--- config.mk ---
export PLATFORM = sky130hd
export DESIGN_NAME = serial_full_subtractor
export DESIGN_NICKNAME = d
export VERILOG_FILES = /design/src/rtl/serial_full_subtractor.sv
export SDC_FILE = /design/constraint.sdc
export NUM_CORES = 1
export LEC_CHECK = 0
export CAP_MARGIN = 20
export CORE_ASPECT_RATIO = 0.75
export CORE_MARGIN = 2
export CORE_UTILIZATION = 50
export CTS_CLUSTER_SIZE = 25
export DETAILED_ROUTE_END_ITERATION = 8
export PLACE_DENSITY_LB_ADDON = 0.15
export SLEW_MARGIN = 30
export SYNTH_ARGS = -nofsm -noshare
export SYNTH_HDL_FRONTEND = slang
export SYNTH_SLANG_ARGS = --single-unit
--- constraint.sdc ---
create_clock -name clk -period 2.3 [get_ports clk]
set_clock_uncertainty 0.2 [all_clocks]
set_input_delay 0.23 -clock clk [delete_from_list [all_inputs] [get_ports clk]]
set_output_delay 0.23 -clock clk [all_outputs]
set_load 0.05 [all_outputs]
--- src/rtl/serial_full_subtractor.sv ---
// Bit-serial subtractor: one full-subtractor cell and a registered borrow, LSB first.
// The input side uses start/busy and the result side uses valid/ready.
module serial_full_subtractor #(
   parameter int WIDTH = 8
) (
   input  logic             clk,
   input  logic             rst,
   input  logic             start,
   input  logic [WIDTH-1:0] a,
   input  logic [WIDTH-1:0] b,
   input  logic             bin,
   output logic             busy,
   output logic [WIDTH-1:0] diff,
   output logic             bout,
   output logic             diff_valid,
   input  logic             diff_ready
);

   localparam int CW = (WIDTH > 1) ? $clog2(WIDTH) : 1;

   typedef enum logic [1:0] {IDLE, SHIFT, DONE} stateType;

   stateType         state;
   stateType         stateNext;
   logic [WIDTH-1:0] aSh;
   logic [WIDTH-1:0] bSh;
   logic             br;
   logic             dBit;
   logic             brNext;
   logic             lastBit;
   logic [CW-1:0]    cnt;

   assign dBit    = aSh[0] ^ bSh[0] ^ br;
   assign brNext  = (~aSh[0] & bSh[0]) | (~(aSh[0] ^ bSh[0]) & br);
   assign lastBit = (cnt == CW'(WIDTH - 1));
   assign busy    = (state != IDLE);

   always_ff @(posedge clk) begin
      if (rst) begin
         state <= IDLE;
      end else begin
         state <= stateNext;
      end
   end

   always_comb begin
      stateNext = state;
      case (state)
         IDLE:    if (start)      stateNext = SHIFT;
         SHIFT:   if (lastBit)    stateNext = DONE;
         DONE:    if (diff_ready) stateNext = IDLE;
         default:                 stateNext = IDLE;
      endcase
   end

   // Result bits enter at the MSB so the first (LSB) bit lands at bit 0 after WIDTH shifts.
   always_ff @(posedge clk) begin
      if (rst) begin
         aSh        <= '0;
         bSh        <= '0;
         br         <= 1'b0;
         cnt        <= '0;
         diff       <= '0;
         bout       <= 1'b0;
         diff_valid <= 1'b0;
      end else begin
         case (state)
            IDLE: begin
               if (start) begin
                  aSh  <= a;
                  bSh  <= b;
                  br   <= bin;
                  cnt  <= '0;
                  diff <= '0;
               end
            end
            SHIFT: begin
               diff <= {dBit, diff[WIDTH-1:1]};
               aSh  <= aSh >> 1;
               bSh  <= bSh >> 1;
               br   <= brNext;
               cnt  <= cnt + 1'b1;
               if (lastBit) begin
                  bout       <= brNext;
                  diff_valid <= 1'b1;
               end
            end
            DONE: begin
               if (diff_ready) begin
                  diff_valid <= 1'b0;
               end
            end
            default: begin
               diff_valid <= 1'b0;
            end
         endcase
      end
   end

endmodule

==> out/qor.tcl, run 1 <==
set qor(ir_drop_mv) 0.4860
set qor(globalRoute.busiestLayer) {met2}
set qor(sequential_cell_total) 32
set qor(io_buffers) 31
set qor(synth_largest_type_area_fraction_pct) 43.91
set qor(clk_path_buf_depth) 2
set qor(timing.critical_path.cells) {buf_4 > nor2_1 > inv_1 > buf_12}
set qor(power.sequential.fraction_pct) 50.6
set qor(p_seq_mw) 0.606
set qor(clock_tree_root_driver_cell) {sky130_fd_sc_hd__clkbuf_8}
set qor(hold_path.startpoint) {diff_valid}
set qor(placedCellCount) 227
set qor(p_switching_mw) 0.3063
set qor(yosys_warnings) 0
set qor(max_stage_delay_ns) 0.55
set qor(timing.final.crit_share_pct) 85.47
set qor(cp.required_ns) 1.87
set qor(crit_path_start) {state[0]}
set qor(enable_flop_cells) 0
set qor(clkCellAreaFrac_pct) 4.153
set qor(setup.worst_path.end) {busy}
set qor(grt_start_max_net_pins) 33
set qor(netlist_top_cells_count) {32 x sky130_fd_sc_hd__dfxtp_1, 29 x sky130_fd_sc_hd__nor2_1, 18 x sky130_fd_sc_hd__a21oi_1}
set qor(detail_route.wl_per_cell_um) 13.00
set qor(critical_path_peak_fanout) 25
set qor(n_all_inverters) 4
set qor(layout.nets) 222
set qor(min_period_ns) 1.966
set qor(dieArea_um2) 3371
set qor(power_clock_mw) 0.399
set qor(post_cts_buffers) 0
set qor(clock_tree_from_tritoncts) {yes}
set qor(yosys.area_share.xor_xnor_pct) 0
set qor(comb-power_mw) 0.192
set qor(area.share.combinational_pct) 38.78
set qor(outcome) {finished, final reports clean}
set qor(synth.yosys.num_cells) 168
set qor(worstSkewPairLatency_ns) 0.28
set qor(nMultiInputCombCells) 118
set qor(groute.usage.overall_pct) 21.06
set qor(top_layout_cell) {sky130_fd_sc_hd__dfxtp_1}
set qor(wirelength_um) 3043
set qor(place.detailed.hpwl_um) 2109
set qor(post_synth_num_cell_types) 25
set qor(clkSinkCount) 32
set qor(finalWeightedCongestion) 0.8098
set qor(final.clkbuf_count) 6
set qor(synthesis.area_um2) 1459
set qor(worst_r2r_path_depth) 4
set qor(synth-area-yosys_um2) 1459
**Run 1: PDN straps and rails**

The bar under the picture is 20 um long. Pins as bars on the die edge. Tap cells in gray.
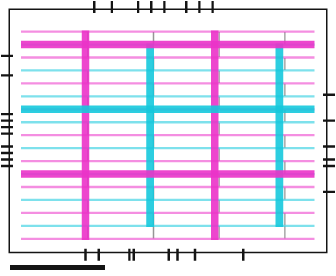
- cyan: VDD
- magenta: VSS
- met1 rails: 17
- rows: 16
- signal pins: 32
- met5 straps: 3

**Run 1: cells colored by class**

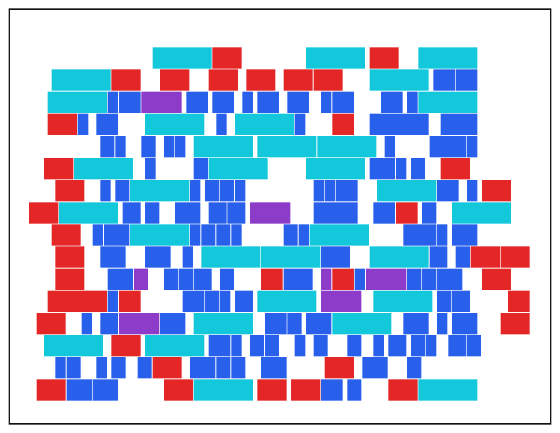
- blue: all other logic (cells 122; share of their area 41%)
- red: other buffers and delay cells (cells 37; share of their area 20%)
- purple: clock drivers and dummy loads (cells 7; share of their area 4.3%)
- cyan: flip-flops (cells 32; share of their area 35%)
floorplan row count: 16
flop share of the area: 34.29%
final core area utilization: 69.64%
fin area: 1868 um2

**Run 1: clock network drawn from the DEF**

The bar under the picture is 20 um long.
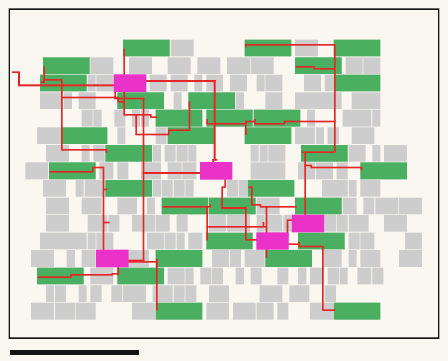
- green: flip-flops (count 32)
- magenta: cells driving clock nets (count 5)
- red: clock wires (length 404 um)
- routed clock nets: 6
- flops lie: widely spread

**Run 1: wiring by layer**

The bar under the picture is 20 um long. Only two layers are drawn.
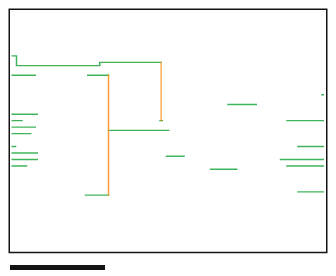
- orange: met4 (wire length 37.4 um)
- green: met3 (wire length 141 um)

==> run 2: changes to the inputs <==
--- a/config.mk
+++ b/config.mk
@@ -5,10 +5,11 @@
 export SDC_FILE = /design/constraint.sdc
 export NUM_CORES = 1
 export LEC_CHECK = 0
+export ABC_CLOCK_PERIOD_IN_PS = 2300
 export CAP_MARGIN = 20
 export CORE_ASPECT_RATIO = 0.75
 export CORE_MARGIN = 2
-export CORE_UTILIZATION = 50
+export CORE_UTILIZATION = 45
 export CTS_CLUSTER_SIZE = 25
 export DETAILED_ROUTE_END_ITERATION = 8
 export PLACE_DENSITY_LB_ADDON = 0.15
**Run 2: cells colored by class**

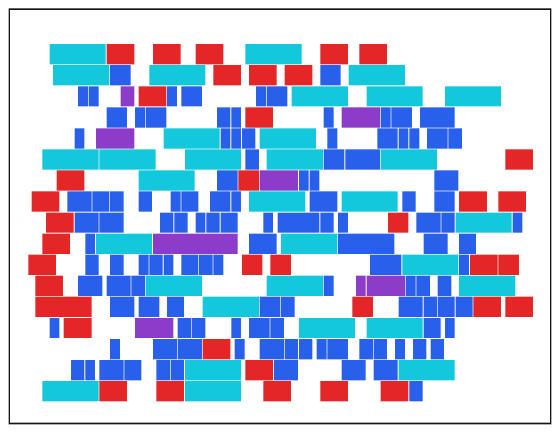
- cyan: flip-flops (cells 32; share of their area 35%)
- blue: all other logic (cells 122; share of their area 40%)
- red: other buffers and delay cells (cells 37; share of their area 20%)
- purple: clock drivers and dummy loads (cells 8; share of their area 5.8%)

**Run 2: wiring by layer**

The bar under the picture is 20 um long. Only two layers are drawn.
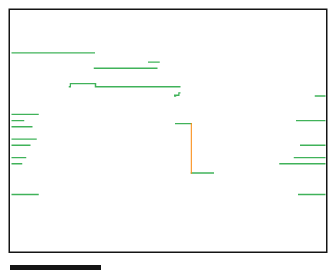
- orange: met4 (wire length 10.9 um)
- green: met3 (wire length 139 um)

==> out/qor.tcl, run 2 <==
set qor(outcome) {finished, final reports clean} ;# unchanged
set qor(max_stage_delay_ns) 0.82 ;# was 0.55 ns
set qor(critical_path_peak_fanout) 3 ;# was 25
set qor(dieArea_um2) 3718 ;# was 3371 um2
set qor(total_clock_buffers_created_by_cts) 5 ;# unchanged
set qor(yosys_warnings) 0 ;# unchanged
set qor(tool_warnings) 26 ;# unchanged
set qor(place.detailed.hpwl_um) 2073 ;# was 2109 um
set qor(yosys.area_share.xor_xnor_pct) 0 ;# unchanged
set qor(timing.critical_path.buf_inv) 1 ;# was 3
set qor(wirelength_um) 3066 ;# was 3043 um
set qor(comb-power_mw) 0.193 ;# was 0.192 mW
set qor(leakagePower_nw) 0.7315 ;# was 0.7174 nW
set qor(cp.depth) 1 ;# was 4
set qor(groute.usage.overall_pct) 18.48 ;# was 21.06%
set qor(timing.critical_path.cells) {clkdlybuf4s50_1} ;# was buf_4 > nor2_1 > inv_1 > buf_12
set qor(worst_r2r_path_depth) 3 ;# was 4
set qor(path_delay_family) {buffers and inverters} ;# unchanged
set qor(tightestPinTransition_ns) 0.5350 ;# was 0.5726 ns
set qor(timing.final.crit_share_pct) 82.39 ;# was 85.47%
set qor(synthesis.area_um2) 1459 ;# unchanged
set qor(post_synth_num_cell_types) 25 ;# unchanged
set qor(final_core_area_utilization_pct) 62.92 ;# was 69.64%
set qor(globalRoute.busiestLayer) {met2} ;# unchanged
set qor(final-setup-viol-count) 0 ;# unchanged
set qor(rows) 17 ;# was 16
set qor(rr_startpoint) {state[0]} ;# was state[1]
set qor(seq-cell-share_pct) 33.71 ;# was 34.29%
set qor(synth_largest_type_area_fraction_pct) 43.91 ;# unchanged
set qor(top_layout_cell) {sky130_fd_sc_hd__dfxtp_1} ;# unchanged
set qor(timing.slew.headroom_pct) 64.22 ;# was 61.71%
set qor(clock_tree_root_driver_cell) {sky130_fd_sc_hd__clkbuf_8} ;# unchanged
set qor(p_seq_mw) 0.606 ;# about the same
set qor(endpoint_of_the_lowest_slack_register_to_register_path) {bout} ;# was diff[3]
set qor(post_cts.resized_instances) 0 ;# unchanged
set qor(grt_pass1_vias) 1153 ;# was 1191
set qor(finalWeightedCongestion) 0.7838 ;# was 0.8098
set qor(enable_flop_cells) 0 ;# unchanged
set qor(synth.avg_cell_area_um2) 8.684 ;# unchanged
set qor(p_switching_mw) 0.3160 ;# was 0.3063 mW
set qor(clkCellAreaFrac_pct) 5.662 ;# was 4.153%
set qor(sequential_cell_total) 32 ;# unchanged
set qor(final.clkbuf_count) 6 ;# unchanged
set qor(setup.worst_path.end) {diff[4]} ;# was busy
set qor(layout.nets) 222 ;# unchanged
set qor(synth-area-yosys_um2) 1459 ;# unchanged
set qor(min_period_ns) 1.895 ;# was 1.966 ns
set qor(synth.most_common_cell) {sky130_fd_sc_hd__dfxtp_1} ;# unchanged
set qor(n_all_inverters) 4 ;# unchanged
set qor(post_route_cells_drive_above_1_share_pct) 8.543 ;# was 8.081%
set qor(grt_start_max_net_pins) 33 ;# unchanged
set qor(pre_cts_slack_ns) 0.2608 ;# was 0.2609 ns
set qor(io_buffers) 31 ;# unchanged
set qor(topCellsByArea) {sky130_fd_sc_hd__dfxtp_1 44%, sky130_fd_sc_hd__or3b_1 8.4%, sky130_fd_sc_hd__nor2_1 7.5%} ;# unchanged
set qor(netlist_top_cells_count) {32 x sky130_fd_sc_hd__dfxtp_1, 29 x sky130_fd_sc_hd__nor2_1, 18 x sky130_fd_sc_hd__a21oi_1} ;# unchanged
set qor(crit_path_start) {diff[4]} ;# was state[0]
set qor(clock_tree_from_tritoncts) {yes} ;# unchanged
set qor(clkSinkCount) 32 ;# unchanged
set qor(power.sequential.fraction_pct) 45.8 ;# was 50.6%
set qor(synth.yosys.num_cells) 168 ;# unchanged
set qor(nMultiInputCombCells) 118 ;# unchanged
set qor(ir_drop_mv) 0.3732 ;# was 0.4860 mV
set qor(cp.required_ns) 1.87 ;# about the same
set qor(hold_path.startpoint) {bSh[7]} ;# was diff_valid
set qor(cp_data_arrival_time_ns) 1.46 ;# was 1.54 ns
set qor(clk_path_buf_depth) 2 ;# unchanged
set qor(final_design_area_no_fill_um2) 1901 ;# was 1868 um2
set qor(area.share.combinational_pct) 38.12 ;# was 38.78%
set qor(detail_route.wl_per_cell_um) 12.94 ;# was 13.00 um
set qor(post_cts_buffers) 0 ;# unchanged
set qor(placedCellCount) 229 ;# was 227
**Run 2: clock network drawn from the DEF**

The bar under the picture is 20 um long.
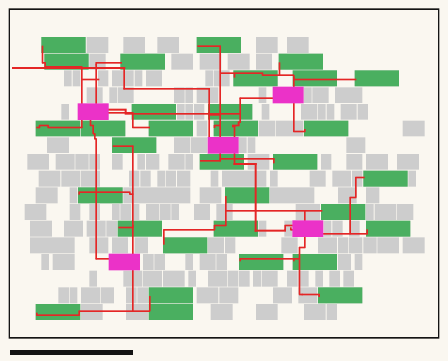
portion of total power attributed to the clock network: 39.6%
clock insertion delay at the later pin of the skew report: 0.28 ns
reported clock group power: 0.525 mW

==> run 3: changes to the inputs <==
--- a/config.mk
+++ b/config.mk
@@ -5,7 +5,7 @@
 export SDC_FILE = /design/constraint.sdc
 export NUM_CORES = 1
 export LEC_CHECK = 0
-export ABC_CLOCK_PERIOD_IN_PS = 2300
+export ABC_CLOCK_PERIOD_IN_PS = 1900
 export CAP_MARGIN = 20
 export CORE_ASPECT_RATIO = 0.75
 export CORE_MARGIN = 2
==> constraint.sdc (replaced) <==
create_clock -name clk -period 1.9 [get_ports clk]
set_clock_uncertainty 0.2 [all_clocks]
set_input_delay 0.19 -clock clk [delete_from_list [all_inputs] [get_ports clk]]
set_output_delay 0.19 -clock clk [all_outputs]
set_load 0.05 [all_outputs]
**Run 3: wiring by layer**

The bar under the picture is 20 um long. Only two layers are drawn.
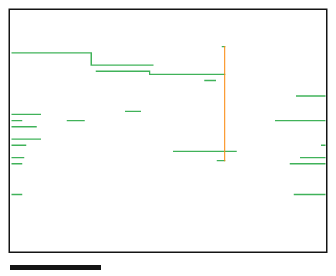
- orange: met4 (wire length 25.2 um)
- green: met3 (wire length 154 um)
total track usage: 18.59%
routed length per instance: 13.50 um
number of vias after detailed routing: 1283
sum of routed wire length over all layers: 3267 um

**Run 3: clock nets**

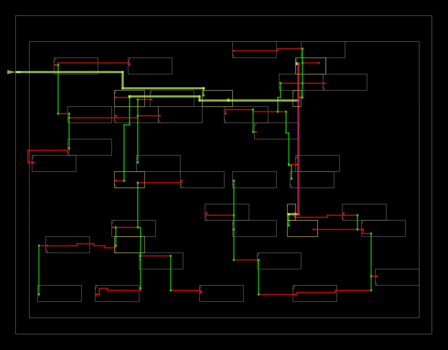
flop count: 32
reported clock group power: 0.536 mW

==> out/qor.tcl, run 3 <==
set qor(layout.nets) 227 ;# was 222
set qor(area_delta_synth_final_pct) 32.16 ;# was 30.27%
set qor(cp.required_ns) 1.51 ;# was 1.87 ns
set qor(final_design_area_no_fill_um2) 1928 ;# was 1901 um2
set qor(clock_tree_from_tritoncts) {yes} ;# unchanged
set qor(tool_warnings) 26 ;# unchanged
set qor(fp_nets) 192 ;# unchanged
set qor(nNonClkBuffers) 42 ;# was 37
set qor(placedCellCount) 234 ;# was 229
set qor(clk_path_buf_depth) 2 ;# unchanged
set qor(drtIter0Drc) 67 ;# was 75
set qor(worst-r2r-setup-slack_ns) 0.24 ;# was 0.51 ns
set qor(final-seq-area_um2) 640.6 ;# unchanged
set qor(synth_largest_type_area_fraction_pct) 43.91 ;# unchanged
set qor(synth-area-yosys_um2) 1459 ;# unchanged
set qor(netlist_top_cells_count) {32 x sky130_fd_sc_hd__dfxtp_1, 29 x sky130_fd_sc_hd__nor2_1, 18 x sky130_fd_sc_hd__a21oi_1} ;# unchanged
set qor(tightestPinTransition_ns) 0.5088 ;# was 0.5350 ns
set qor(leakagePower_nw) 0.7553 ;# was 0.7315 nW
set qor(worst_r2r_path_depth) 4 ;# was 3
set qor(synthesis.area_um2) 1459 ;# unchanged
set qor(final-setup-viol-count) 0 ;# unchanged
set qor(timing.critical_path.cells) {clkdlybuf4s50_1} ;# unchanged
set qor(critical_path_peak_fanout) 3 ;# unchanged
set qor(max_stage_delay_ns) 0.82 ;# about the same
set qor(post_synth_num_cell_types) 25 ;# unchanged
set qor(power.clock.fraction_pct) 35.3 ;# was 39.6%
set qor(path_delay_family) {buffers and inverters} ;# unchanged
set qor(final.clkbuf_count) 8 ;# was 6
set qor(synth.most_common_cell) {sky130_fd_sc_hd__dfxtp_1} ;# unchanged
set qor(globalRoute.busiestLayer) {met2} ;# unchanged
set qor(enable_flop_cells) 0 ;# unchanged
set qor(area.share.combinational_pct) 37.57 ;# was 38.12%
set qor(topCellsByArea) {sky130_fd_sc_hd__dfxtp_1 44%, sky130_fd_sc_hd__or3b_1 8.4%, sky130_fd_sc_hd__nor2_1 7.5%} ;# unchanged
set qor(yosys_warnings) 0 ;# unchanged
set qor(io_buffers) 31 ;# unchanged
set qor(rows) 17 ;# unchanged
set qor(power.sequential.fraction_pct) 48.4 ;# was 45.8%
set qor(cp_data_arrival_time_ns) 1.45 ;# was 1.46 ns
set qor(synth.avg_cell_area_um2) 8.684 ;# unchanged
set qor(syn_inst) 168 ;# unchanged
set qor(synth.yosys.num_cells) 168 ;# unchanged
set qor(total_clock_buffers_created_by_cts) 5 ;# unchanged
set qor(most-common-layout-cells) {32 x sky130_fd_sc_hd__dfxtp_1, 29 x sky130_fd_sc_hd__nor2_1, 28 x sky130_fd_sc_hd__clkdlybuf4s50_1, 18 x sky130_fd_sc_hd__a21oi_1, 15 x sky130_fd_sc_hd__nor3_1} ;# was 32 x sky130_fd_sc_hd__dfxtp_1, 30 x sky130_fd_sc_hd__clkdlybuf4s50_1, 29 x sky130_fd_sc_hd__nor2_1, 18 x sky130_fd_sc_hd__a21oi_1, 15 x sky130_fd_sc_hd__nor3_1
set qor(synthArstFlopShare_pct) 0 ;# unchanged
set qor(min_period_ns) 1.839
set qor(die_height_um) 53.31 ;# unchanged
set qor(finalWeightedCongestion) 0.8320 ;# was 0.7838
set qor(dieArea_um2) 3718 ;# unchanged
set qor(top_layout_cell) {sky130_fd_sc_hd__dfxtp_1} ;# unchanged
set qor(place_area_um2) 1838 ;# was 1793 um2
set qor(stdcell_count) 242 ;# was 237
set qor(timing.slew.headroom_pct) 65.97 ;# was 64.22%
set qor(post_cts_buffers) 0 ;# unchanged
set qor(p_seq_mw) 0.734 ;# was 0.606 mW
set qor(nMultiInputCombCells) 118 ;# unchanged
set qor(hold_path.startpoint) {diff_valid} ;# was bSh[7]
set qor(seq-cell-share_pct) 33.23 ;# was 33.71%
set qor(worstSkewPairLatency_ns) 0.28 ;# about the same
set qor(ir_drop_mv) 0.5502 ;# was 0.3732 mV
set qor(clkCellAreaFrac_pct) 4.672 ;# was 5.662%
set qor(yosys.area_share.xor_xnor_pct) 0 ;# unchanged
set qor(clock_tree_root_driver_cell) {sky130_fd_sc_hd__clkbuf_8} ;# unchanged
set qor(final_core_area_utilization_pct) 63.84 ;# was 62.92%
set qor(timing.critical_path.buf_inv) 1 ;# unchanged
set qor(worst_hold_slack_across_all_endpoints_ns) 0.2681 ;# was 0.2719 ns
set qor(p_switching_mw) 0.3821 ;# was 0.3160 mW
set qor(timing.final.crit_share_pct) 96.81
set qor(floorplan.core_area_um2) 3020 ;# unchanged
set qor(num_tap_cells) 38 ;# unchanged
set qor(setup.worst_path.end) {diff[1]} ;# was diff[4]
set qor(endpoint_of_the_lowest_slack_register_to_register_path) {aSh[0]} ;# was bout
set qor(post_cts.resized_instances) 0 ;# unchanged
set qor(place.detailed.hpwl_um) 2319 ;# was 2073 um
set qor(grt_pass1_vias) 1150 ;# was 1153
set qor(post_route_cells_drive_above_1_share_pct) 11.27 ;# was 8.543%
set qor(rr_startpoint) {state[0]} ;# unchanged
set qor(clkSinkCount) 32 ;# unchanged
set qor(outcome) {finished, final reports clean} ;# unchanged
set qor(comb-power_mw) 0.248 ;# was 0.193 mW
set qor(cp.depth) 1 ;# unchanged
set qor(dominantRegCellSynth) {sky130_fd_sc_hd__dfxtp_1} ;# unchanged
set qor(n_all_inverters) 4 ;# unchanged
set qor(pre_cts_slack_ns) 0.1093 ;# was 0.2608 ns
set qor(crit_path_start) {diff[1]} ;# was diff[4]
set qor(grt_start_max_net_pins) 33 ;# unchanged
**Run 3: cells colored by class**

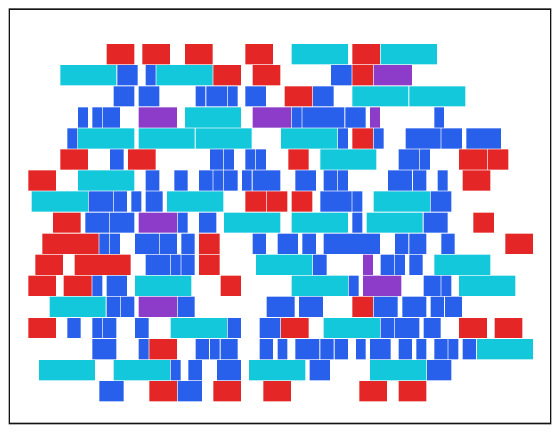
- cyan: flip-flops (cells 32; share of their area 34%)
- blue: all other logic (cells 122; share of their area 39%)
- purple: clock drivers and dummy loads (cells 8; share of their area 4.8%)
- red: other buffers and delay cells (cells 42; share of their area 22%)

Power is estimated from default activity; no workload was simulated.
